File: src/rtl/seg7_scan_display.sv
// seg7_scan_display: multi-digit 7-segment scanner with tear-free shadow, blink, LZ suppression and brightness PWM
module seg7_scan_display #(
    parameter int NUM_DIGITS   = 8,
    parameter int SCAN_DIV     = 8192,
    parameter int BLANK_CYC    = 16,
    parameter int BLINK_FRAMES = 32
) (
    input  logic                    clk,
    input  logic                    rst,
    input  logic                    i_en,
    input  logic [5*NUM_DIGITS-1:0] i_glyphs,
    input  logic [NUM_DIGITS-1:0]   i_dp,
    input  logic [NUM_DIGITS-1:0]   i_blink,
    input  logic                    i_lz_en,
    input  logic [2:0]              i_bright,
    input  logic                    i_load,
    output logic                    o_load_ack,
    output logic                    o_frame,
    output logic [7:0]              seg_data,
    output logic [NUM_DIGITS-1:0]   seg_sel
);
    localparam int CW = $clog2(SCAN_DIV);
    localparam int PW = CW + 3;
    localparam int IW = NUM_DIGITS > 1 ? $clog2(NUM_DIGITS) : 1;
    localparam int FW = BLINK_FRAMES > 1 ? $clog2(BLINK_FRAMES) : 1;
    localparam logic [PW-1:0] WIN = PW'(SCAN_DIV - BLANK_CYC);

    logic [CW-1:0]         cnt;
    logic [IW-1:0]         idx;
    logic [FW-1:0]         fcnt;
    logic                  phase;
    logic [4:0]            sh_glyph [NUM_DIGITS];
    logic [NUM_DIGITS-1:0] sh_dp;
    logic                  cnt_wrap, idx_wrap, fcnt_wrap, boundary;
    logic [NUM_DIGITS-1:0] sup;
    logic                  run;
    logic [PW-1:0]         on_len, pos;
    logic                  lit;
    logic [7:0]            data_d;
    logic [NUM_DIGITS-1:0] sel_d;

    function automatic logic [7:0] decode(input logic [4:0] g);
        case (g)
            5'h00: decode = 8'hFC;
            5'h01: decode = 8'h60;
            5'h02: decode = 8'hDA;
            5'h03: decode = 8'hF2;
            5'h04: decode = 8'h66;
            5'h05: decode = 8'hB6;
            5'h06: decode = 8'hBE;
            5'h07: decode = 8'hE0;
            5'h08: decode = 8'hFE;
            5'h09: decode = 8'hF6;
            5'h0A: decode = 8'hEE;
            5'h0B: decode = 8'h3E;
            5'h0C: decode = 8'h9C;
            5'h0D: decode = 8'h7A;
            5'h0F: decode = 8'h8E;
            5'h10: decode = 8'h00;
            5'h11: decode = 8'h02;
            5'h12: decode = 8'h1E;
            default: decode = 8'h9E;
        endcase
    endfunction

    assign cnt_wrap  = cnt == CW'(SCAN_DIV - 1);
    assign idx_wrap  = idx == IW'(NUM_DIGITS - 1);
    assign fcnt_wrap = fcnt == FW'(BLINK_FRAMES - 1);
    assign boundary  = cnt == '0 && idx == '0;

    // Zero or blank glyphs from the top extend the suppressed run; digit 0 always shows
    always_comb begin
        sup = '0;
        run = i_lz_en;
        for (int k = NUM_DIGITS - 1; k > 0; k--) begin
            run    = run && (sh_glyph[k] == 5'h00 || sh_glyph[k] == 5'h10);
            sup[k] = run;
        end
    end

    always_comb begin
        on_len = (WIN * (PW'(i_bright) + PW'(1))) >> 3;
        pos    = PW'(cnt) - PW'(BLANK_CYC);
        lit    = i_en && PW'(cnt) >= PW'(BLANK_CYC) && pos < on_len
                 && !(phase && i_blink[idx]) && !(sup[idx] && !sh_dp[idx]);
        data_d = lit ? ((sup[idx] ? 8'h00 : decode(sh_glyph[idx])) | {7'b0, sh_dp[idx]}) : 8'h00;
        sel_d  = lit ? NUM_DIGITS'(1) << idx : '0;
    end

    always_ff @(posedge clk) begin
        if (rst) begin
            cnt        <= '0;
            idx        <= '0;
            fcnt       <= '0;
            phase      <= 1'b0;
            sh_glyph   <= '{default: 5'h10};
            sh_dp      <= '0;
            seg_data   <= '0;
            seg_sel    <= '0;
            o_frame    <= 1'b0;
            o_load_ack <= 1'b0;
        end else begin
            cnt <= cnt_wrap ? '0 : cnt + 1'b1;
            if (cnt_wrap)
                idx <= idx_wrap ? '0 : idx + 1'b1;
            if (cnt_wrap && idx_wrap) begin
                fcnt <= fcnt_wrap ? '0 : fcnt + 1'b1;
                if (fcnt_wrap)
                    phase <= ~phase;
            end
            o_frame    <= boundary;
            o_load_ack <= boundary && i_load;
            if (boundary && i_load) begin
                for (int k = 0; k < NUM_DIGITS; k++)
                    sh_glyph[k] <= i_glyphs[5*k +: 5];
                sh_dp <= i_dp;
            end
            seg_data <= data_d;
            seg_sel  <= sel_d;
        end
    end
endmodule

File: config.mk
export PLATFORM = sky130hd
export DESIGN_NAME = seg7_scan_display
export DESIGN_NICKNAME = d
export VERILOG_FILES = /design/src/rtl/seg7_scan_display.sv
export SDC_FILE = /design/constraint.sdc
export NUM_CORES = 1
export LEC_CHECK = 0
export CORE_MARGIN = 2
export CORE_UTILIZATION = 50
export DETAILED_ROUTE_END_ITERATION = 16
export PLACE_DENSITY = 0.75
export RECOVER_POWER = 25
export REMOVE_ABC_BUFFERS = 1
export SLEW_MARGIN = 0
export SYNTH_ARGS = -nofsm -noshare
export SYNTH_HDL_FRONTEND = slang
export SYNTH_SLANG_ARGS = --single-unit
File: constraint.sdc
create_clock -name clk -period 10.41 [get_ports clk]
set_clock_uncertainty 0.05 [all_clocks]
set_input_delay 2.082 -clock clk [delete_from_list [all_inputs] [get_ports clk]]
set_output_delay 2.082 -clock clk [all_outputs]
set_load 0.05 [all_outputs]
Fig. 1: run 1, PDN straps and rails
The bar under the picture is 20 um long. Pins as bars on the die edge.
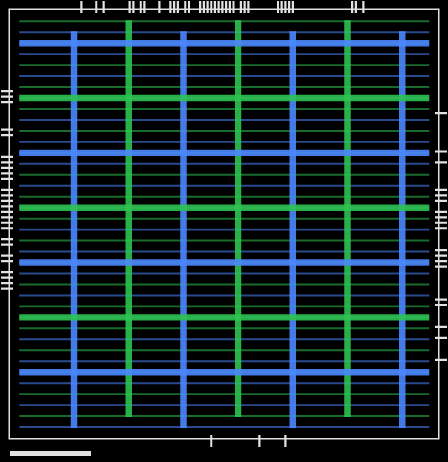
| color | net |
|---|---|
| blue | VSS |
| green | VDD |
met1 rails: 38
met5 straps: 7
signal pins: 82
Max VDD drop: 0.0755 mV
area of the core: 10200 um^2

Fig. 2: run 1, wires at chosen ports, followed through buffers
The bar under the picture is 20 um long.
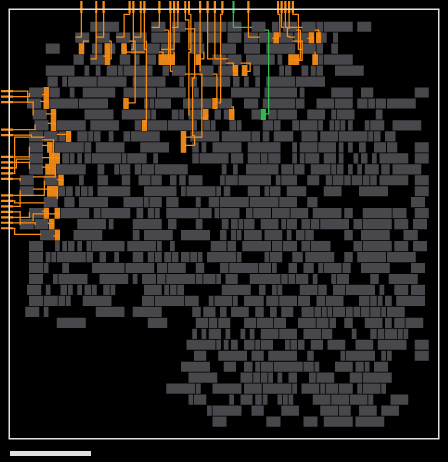
| color | port | direction | edge | end cells | buffers | wire |
|---|---|---|---|---|---|---|
| orange | i_glyphs | input | 23 top, 17 left | 40 | 40 | 621 um |
| green | i_lz_en | input | top | 1 | 1 | 31.4 um |
port buffer count: 81
Ports: 82

Fig. 3: run 1, placement by cell class
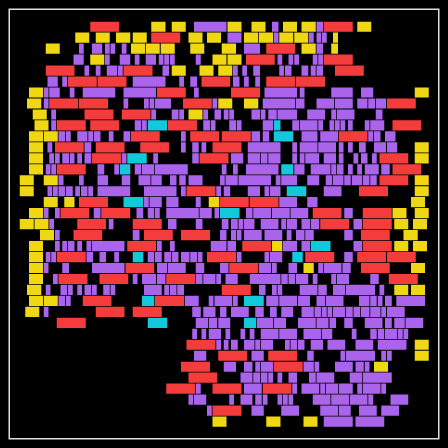
| color | class | cells |
|---|---|---|
| purple | combinational and other logic | 470 |
| yellow | other buffers and delay cells | 86 |
| red | flops | 88 |
| cyan | clock drivers and dummy loads | 16 |
flop share of the area: 28.4%
Design Area, Final: 6200 um^2
final core occ: 60.6%

==> flow_metrics.tcl, run 1 <==
# yosys + openroad results
set metrics [dict create \
    status "finished, violations left" \
    violations "max-capacitance violations, max-slew violations" \
    ant_nets 0 \
    synth_top_area_share_pct 33.8 \
    slowest_stage "clkdlybuf4s50_1" \
    final_max_slew_viol_count 63 \
    synth_area_um2 5220 \
    clkCellAreaFrac_pct 2.86 \
    ys_seq_share_pct 33.8 \
    ff_type "dfxtp_1" \
    row_count 37 \
    power_density_nw_per_um2 135 \
    ys_sh_mux_pct 9.02 \
    drtPass1Iterations 5 \
    cts_sinks 88 \
    layout-drive-gt1-share_pct 8.64 \
    ys_sh_aoi_pct 11.7 \
    ff2ff_setup_slack_ns 7.03 \
    synthTopCellsByArea "dfxtp_1 (34%), ha_1 (10%), nand2_1 (8.8%)" \
    crit_buf_inv 5 \
    p_sw_uw 279 \
    routed_wl_um 11800 \
    r2r_start "idx[0]" \
    worstPathRequired_ns 10.66 \
    drtIter0Drc 170 \
    final_common_cell "nand2_1" \
    path_cells "clkdlybuf4s50_1, ha_1, xor2_1, inv_1, fa_1, inv_1, fa_1, inv_1, ha_1, a21o_1, a21oi_1, inv_1, fa_1, xnor2_1, ha_1, nand2_1, o21bai_1, a41oi_1, a31o_2, nor3b_2, and3_1" \
    antenna_found_initial 0 \
    cp.depth 21 \
    synthArstFlopShare_pct 0 \
    largest_reg_flops 40 \
    layout.nets 768 \
    buffers_excl_clock 86 \
    rsz0062_at_grt "false" \
    grt_use_total_pct 21.2 \
    clockRootBuffer "clkbuf_8" \
    die_area_um2 11300 \
    power_frac_comb_pct 30.5 \
    crit_top_cell "inv_1" \
    warnings 45 \
    netlist_instances 587 \
    synth-adder-area-share_pct 12.8 \
    cp-endpoint "seg_sel[6]" \
    grt.met2_usage_pct 35.0 \
    finalHoldViolCount 0 \
    comb_power_uw 256 \
    grt_pass1_wl_um 19400 \
    hold_path_class "reg2reg" \
    top_cell "nand2_1" \
    grt_max_degree 63 \
    ys_types 63 \
    maxCapViolations 1 \
    grt-busiest-layer "met2" \
    criticalPathCategory "in2reg" \
    synthSimpleGateAreaFrac_pct 21.3 \
    grt_remaining_overflow 0 \
    synth_area_leader_cell "dfxtp_1" \
    power_leader "sequential cells" \
    worstPathMaxFanout 9 \
    tns_ns 0 \
    p_seq_uw 364 \
    synthXorXnorAreaFrac_pct 5.54 \
    gp_congestion 0.922 \
    nClkBuffers 9 \
    cts_max_level 3 \
    final-setup-viol-count 0 \
    setup.worst_path.end_class "register" \
    top_register "sh_glyph" \
    power_frac_clock_pct 26.1 \
    crit_path_max_incr_delay_ns 0.68 \
    pg_clk_uw 219 \
    ys_top_logic_family "simple AND/OR/NAND/NOR gates" \
    largest_class "logic gates" \
    fp_util_pct 51.0 \
    tritoncts "yes" \
    synth-seq-cells 88 \
    met1Wirelength_um 5330 \
    reg2regPathDepth 9 \
    setup_ws_ns 3.16 \
    ys_cells 587 \
    grt_pass1_vias 4117 \
    use_met3_pct 3.62 \
    dr.max_layer_used "met4" \
]
==> run 2: changes to the inputs <==
- CORE_UTILIZATION: 50 -> 49
- PLACE_DENSITY: 0.75 -> 0.77
- clock period: 10.41 -> 6.2 ns (I/O delays scaled with it)
==> run 2 against run 1 <==
Effect of this change: the run still ends with max-capacitance violations, max-slew violations left; critical path depth is the same; register-to-register slack worse by 3.8 ns; die area rose by 2.0%; routed wire length grew 0.66%; flip-flop count is the same; critical endpoint is now seg_sel[0]; highest routed layer unchanged.
==> flow_metrics.tcl, run 2 <==
# yosys + openroad results
set metrics [dict create \
    status "finished, violations left" \
    violations "max-capacitance violations, max-slew violations" \
    ys_seq_share_pct 33.8 \
    setup.worst_path.end_class "register" \
    tns_ns 0 \
    grt_use_total_pct 21.7 \
    cp.depth 21 \
    synth-adder-area-share_pct 12.8 \
    ys_sh_aoi_pct 11.7 \
    layout-drive-gt1-share_pct 8.93 \
    drtPass1Iterations 4 \
    met1Wirelength_um 5460 \
    largest_class "logic gates" \
    synthXorXnorAreaFrac_pct 5.54 \
    power_density_nw_per_um2 230 \
    die_area_um2 11500 \
    ys_top_logic_family "simple AND/OR/NAND/NOR gates" \
    comb_power_uw 430 \
    synthSimpleGateAreaFrac_pct 21.3 \
    ys_sh_mux_pct 9.02 \
    power_leader "sequential cells" \
    criticalPathCategory "in2reg" \
    antenna_found_initial 0 \
    worstPathMaxFanout 9 \
    finalHoldViolCount 0 \
    path_cells "clkdlybuf4s50_1, inv_1, ha_1, inv_1, fa_1, inv_1, fa_1, inv_1, ha_1, a21o_1, a21oi_1, inv_1, fa_1, xnor2_1, ha_1, nand2_1, o21bai_1, a41oi_1, a31o_2, nor3b_4, and3_1" \
    cp-endpoint "seg_sel[0]" \
    cts_sinks 88 \
    layout.nets 769 \
    grt-busiest-layer "met2" \
    synth_area_um2 5220 \
    cts_max_level 3 \
    ys_cells 587 \
    clkCellAreaFrac_pct 3.15 \
    buffers_excl_clock 87 \
    io_pins 82 \
    top_register "sh_glyph" \
    final_max_slew_viol_count 63 \
    synth_area_leader_cell "dfxtp_1" \
    drtIter0Drc 171 \
    p_sw_uw 484 \
    maxCapViolations 1 \
    synth_top_area_share_pct 33.8 \
    clockRootBuffer "clkbuf_8" \
    worstPathRequired_ns 6.46 \
    gp_congestion 0.983 \
    grt_remaining_overflow 0 \
    grt_pass1_wl_um 19900 \
    crit_path_max_incr_delay_ns 0.52 \
    port_buffers 81 \
    ff_type "dfxtp_1" \
    final-setup-viol-count 0 \
    ant_nets 0 \
    ir_worst_vdd_mv 0.136 \
    final_common_cell "nand2_1" \
    netlist_instances 587 \
    seq-cell-share_pct 28.2 \
    crit_buf_inv 6 \
    routed_wl_um 11900 \
    synthArstFlopShare_pct 0 \
    power_frac_clock_pct 27.4 \
    crit_top_cell "inv_1" \
    rsz0062_at_grt "false" \
    hold_path_class "reg2reg" \
    reg2regPathDepth 8 \
]
Fig. 4: run 2, placement density heat map
The bar under the picture is 20 um long. The die is cut into 11 by 11 equal tiles; black is low, pale yellow is high, 0 to 100% covered.
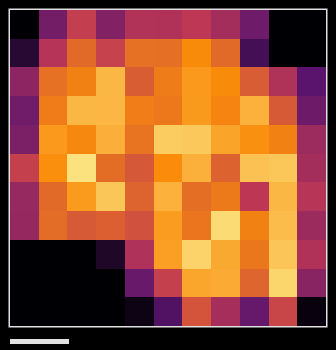
tiles over 75% full: 26%
fullest tile: 94%
emptiest ninth of the die: lower left
densest ninth of the die: center
mean over tiles: 53%
area of the core: 10300 um^2
Initial Util: 50.5%
final core occ: 60.5%

Fig. 5: run 2, placement by cell class
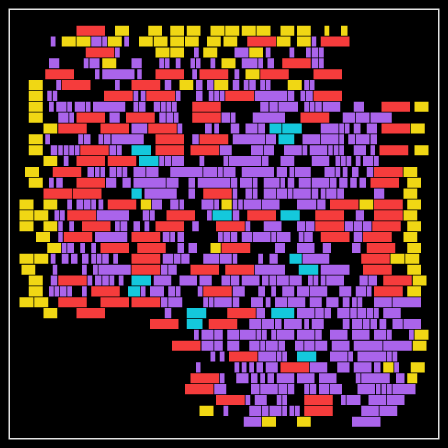
| color | class | cells |
|---|---|---|
| red | flops | 88 |
| cyan | clock drivers and dummy loads | 16 |
| purple | combinational and other logic | 470 |
| yellow | other buffers and delay cells | 87 |
cell row count: 37
Design Area, Final: 6240 um^2

